**Wire density map**

13 x 13 tiles, from white (low) to dark blue (high), scaled to the fullest tile. Values are wire area over tile area, all layers added.
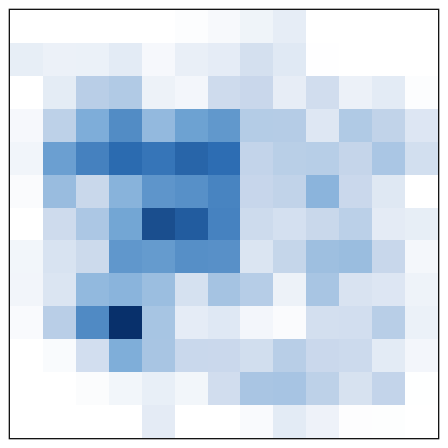
**Close-up of the layout**

Bar = 5 µm. Region (24, 37) to (44, 57) µm. Cells in grey, sequential cells in the stronger grey; small squares are vias.
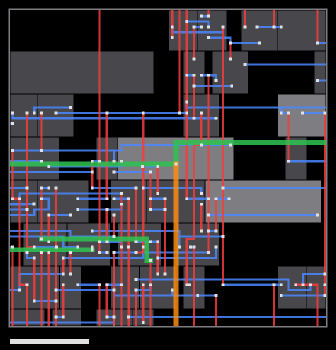
**Clock nets**

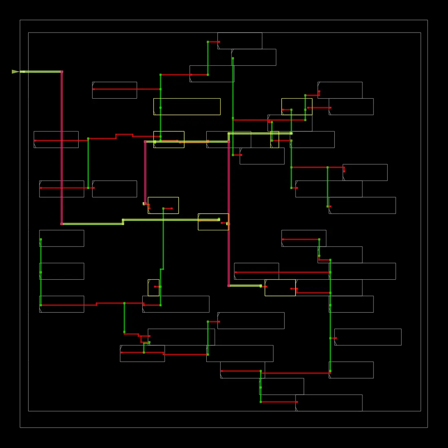
**Selected gate families**

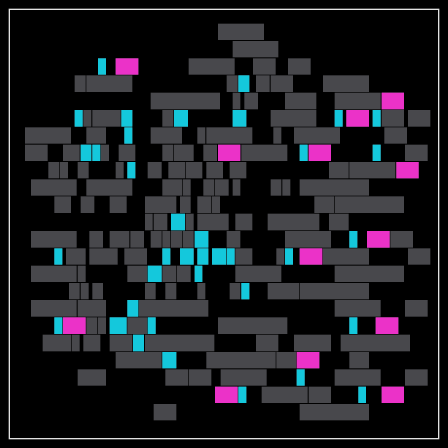
**I/O pins on the die edge**

Bar = 20 µm. Pins as bars across the die edge, other pins in grey.
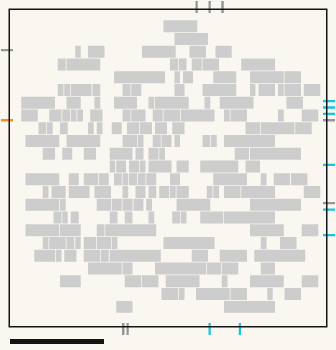
==> config.mk <==
export PLATFORM = sky130hd
export DESIGN_NAME = uart_rx_param
export DESIGN_NICKNAME = d
export VERILOG_FILES = /design/src/rtl/uart_pkg.sv /design/src/rtl/uart_rx_sampler.sv /design/src/rtl/uart_rx_param.sv
export SDC_FILE = /design/constraint.sdc
export NUM_CORES = 1
export LEC_CHECK = 0
export CAP_MARGIN = 20
export CORE_MARGIN = 1
export CORE_UTILIZATION = 40
export DETAILED_ROUTE_END_ITERATION = 8
export GPL_ROUTABILITY_DRIVEN = 0
export RECOVER_POWER = 50
export SLEW_MARGIN = 20
export SYNTH_ARGS = -nofsm -noshare
export SYNTH_HDL_FRONTEND = slang
export SYNTH_SLANG_ARGS = --single-unit
export TNS_END_PERCENT = 50
==> constraint.sdc <==
create_clock -name clk -period 4.34 [get_ports clk]
set_input_delay 0.434 -clock clk [delete_from_list [all_inputs] [get_ports clk]]
set_output_delay 0.434 -clock clk [all_outputs]
set_load 0.01 [all_outputs]
==> README.md <==
| Parameter | Reported | Unit |
| --- | --- | --- |
| Outcome | finished clean | - |
| Setup TNS after final layout | 0 | ns |
| Biggest cell category by area in the final layout | combinational gates | - |
| Filler instances | 384 | - |
| Setup skew after layout | 0.00384 | ns |
| Arrival time of the worst setup path | 2.44 | ns |
| Maximum number of pins on one net before global-route repair | 20 | - |
| Number of enable flip-flop cells | 10 | - |
| 1st-pass router iterations | 4 | - |
| Max Transition Viols Final | 0 | - |
| Count of plain and timing-repair buffers | 16 | - |
| Crit-path max FO | 5 | - |
| Tally of clock buffers in the finished layout | 5 | - |
| #MultiIn Comb | 123 | - |
| Clock Tree Buf Depth | 2 | - |
| Die area | 4540 | µm² |
| VDD IR-drop max | 0.000159 | V |
| Wire length of the first global-routing pass | 5600 | µm |
| Aoi share | 10.2 | % |
| Share of the core filled by cells before placement | 42.1 | % |
| Inverters, non-clock | 9 | - |
| Post-Synth XOR/XNOR Area | 5.86 | % |
| Hpwl dp | 2420 | µm |
| Maximum clock frequency | 446 | MHz |
| Post-synthesis cell count from yosys | 174 | - |
| Data required, critical path | 4.54 | ns |
| Placed Cells | 233 | - |
| Hold buffers post-CTS | 0 | - |
| Total of warnings raised by yosys | 0 | - |
| Critical-path cell with the highest stage delay | sky130_fd_sc_hd__dlygate4sd3_1 | - |
| Flop2flop setup slack | 2.35 | ns |
| Prevailing logic family in the synthesized netlist | simple AND/OR/NAND/NOR gates | - |
| Number of distinct library cell variants in the gate-level netlist after synthesis | 43 | - |
| DRT iter0 DRCs | 64 | - |
| Combinational gate area | 823 | µm² |
| CTS H-tree depth | 2 | - |
| Number of antenna violations at the first check in global routing | 0 | - |
| Post-CTS setup buffers | 0 | - |
| Hold Path Cell Cnt | 2 | - |
| Number of cells on the worst reg-to-reg path | 6 | - |
| Class of the worst hold path | reg -> reg | - |
| Floorplan net count | 184 | - |
| Main synth FF type | sky130_fd_sc_hd__dfxtp_1 | - |
| Clock edge transition at the registers on the reported setup and hold paths | 0.07 | ns |
| # Max-Cap Violations | 0 | - |
| Cts repair resizes | 0 | - |
| Chain of cells forming the critical path | dlygate4sd3_1 -> maj3_1 -> xnor3_1 -> or4_1 -> a21oi_1 | - |
| Area delta synth->final | 16.3 | % |
| Number of clock buffers inserted by TritonCTS | 5 | - |
| Worst slew margin | 58.3 | % |
| Fraction of final layout cells with drive strength greater than 1 | 5.24 | % |
| GRT Residual Overflow | 0 | - |
| Setup repair after global routing missed its margin | no | - |
| Tally of nets with antenna violations remaining after routing | 0 | - |
| Final worst-path cycle share | 51.7 | % |
| Leakage component of the power | 0.734 | nW |
| Flip-flops | 35 | - |
| Worst path buffer plus inverter count | 1 | - |
| Simple-gate share of the synthesized area | 20.2 | % |
| Clock sink count | 35 | - |
| Number of vias per cell | 5.34 | - |
| Combined flip-flop and latch cell area | 801 | µm² |
| Worst Path Class, Setup | in -> reg | - |
| Cell area after synthesis | 1710 | µm² |
| Largest type area fraction | 29.3 | % |
| DR vias | 1286 | - |
| Share of the yosys chip area belonging to registers | 46.9 | % |
| IO Count | 17 | - |
| CTS Root Cell | sky130_fd_sc_hd__clkbuf_8 | - |
| Critical Path Source Type | input pin | - |
| Vias in the first global route | 1202 | - |
| Clock Network Area Fraction | 5.41 | % |
| Cell count after synthesis | 174 | - |
| WP depth | 5 | - |
-- 'wire density map' (at the start) --
densest ninth of the die	centre
fullest tile	0.50
nearly empty tiles	18%
tiles over half the peak	13%
emptiest ninth of the die	north-east
global-route usage over all layers: 16.8%
Detailed Route WL: 3340 µm
wire per inst: 13.8 µm

-- 'close-up of the layout' (at the start) --
colour	layer
blue	met1
green	met3
orange	met4
red	met2
sequential cells in the window	2
most frequent	nand2_1 (4), a21oi_1 (3)
cells with their middle in the window	30

-- 'clock nets' (at the start) --
clock latency of the later-clocked register in the worst-skew pair: 0.29 ns
clock group total power: 0.000285 W

-- 'selected gate families' (at the start) --
colour	family	cells	most used
cyan	NOR gates	37	nor2_1
magenta	multiplexers	13	mux2i_1
tally of non-filler cells in the final layout: 241
logic share of the area: 41.4%
Commonest Layout Cell: sky130_fd_sc_hd__dfxtp_1

-- 'I/O pins on the die edge' (at the start) --
colour	port	pins	direction	edge
orange	rst_n	1	input	west
cyan	o_rx_d	8	output	6 east, 2 south
die width: 67.4 µm
# port buffers: 16
vertical die dimension: 67.4 µm

metal layers:
layer	GRT usage (%)	up-vias	wire length, µm
li1	-	651	-
met1	19.4	599	1520
met2	29.3	29	1650
met3	4.22	7	111
met4	7.45	0	59
met5	0	-	0
through the flow:
| stage | power (W) | utilization [%] | setup slack, ns | cell area, µm² | hold slack, ns |
|---|---|---|---|---|---|
| floorplan | 0.000516 | - | 2.65 | 1710 | 0.436 |
| global placement | 0.000544 | 46.4 | 2.00 | 1880 | 0.450 |
| detailed placement | 0.000549 | 46.4 | 1.88 | 1880 | 0.469 |
| CTS | 0.000835 | 49.0 | 2.20 | 1990 | 0.479 |
| global route | 0.000870 | 49.0 | 1.97 | 1990 | 0.518 |
| finish | 0.000826 | 49.0 | 2.10 | 1990 | 0.479 |
logic make-up (layout without fill, tap and decap cells):
logic type / Yosys count / in the layout
AND/OR/NAND/NOR: 67 / 67
flip-flops: 35 / 35
AND-OR/OR-AND: 28 / 28
buffers and inverters: 16 / 33
multiplexers: 13 / 13
XOR/XNOR: 9 / 9
adder cells (fa/ha/maj): 6 / 6
tightest hold or removal path, stage by stage, from the launching register on:
cell and delay [ns]:
sky130_fd_sc_hd__dfxtp_1 0.32, sky130_fd_sc_hd__nand2_1 0.05, sky130_fd_sc_hd__a21oi_1 0.06
cell usage after synthesis, drive strengths merged, types with 2 or more instances:
cell and count:
a311oi 2, or4 2, nand4 2, a211oi 2, o21ai 4, inv 8, clkbuf 2, nand2b 3
xor2 2, nand3 3, and4b 2, buf 5, a21oi 10, edfxtp 10, nand2 10, ha 5
xnor2 6, mux2i 13, o31ai 2, dfxtp 25, nor2b 8, nor2 22, nor3 6, o22ai 2
and3 3
layout by cell type, fill, tap and decap left out, types with 2 or more instances in the layout:
cell type	synthesis	layout
sky130_fd_sc_hd__a211oi_1	2	2
sky130_fd_sc_hd__a21oi_1	10	10
sky130_fd_sc_hd__a311oi_1	2	2
sky130_fd_sc_hd__and3_1	3	3
sky130_fd_sc_hd__and4b_1	2	2
sky130_fd_sc_hd__clkbuf_8	0	5
sky130_fd_sc_hd__clkinv_1	1	2
sky130_fd_sc_hd__dfxtp_1	25	25
sky130_fd_sc_hd__dlygate4sd3_1	0	15
sky130_fd_sc_hd__edfxtp_1	10	10
sky130_fd_sc_hd__ha_1	5	5
sky130_fd_sc_hd__inv_1	8	8
sky130_fd_sc_hd__mux2i_1	13	13
sky130_fd_sc_hd__nand2_1	10	10
sky130_fd_sc_hd__nand2b_1	3	3
sky130_fd_sc_hd__nand3_1	3	3
sky130_fd_sc_hd__nand4_1	2	2
sky130_fd_sc_hd__nor2_1	22	22
sky130_fd_sc_hd__nor2b_1	8	8
sky130_fd_sc_hd__nor3_1	6	6
sky130_fd_sc_hd__o21ai_0	4	4
sky130_fd_sc_hd__o22ai_1	2	2
sky130_fd_sc_hd__o31ai_1	2	2
sky130_fd_sc_hd__or4_1	2	2
sky130_fd_sc_hd__xnor2_1	5	5
sky130_fd_sc_hd__xor2_1	2	2
power breakdown:
part	internal [W]	switching (W)
clock network	0.000168	0.000117
logic	0.0000715	0.0000913
registers	0.000348	0.0000310
total	0.000587	0.000239
Power and IR drop assume default switching activity.
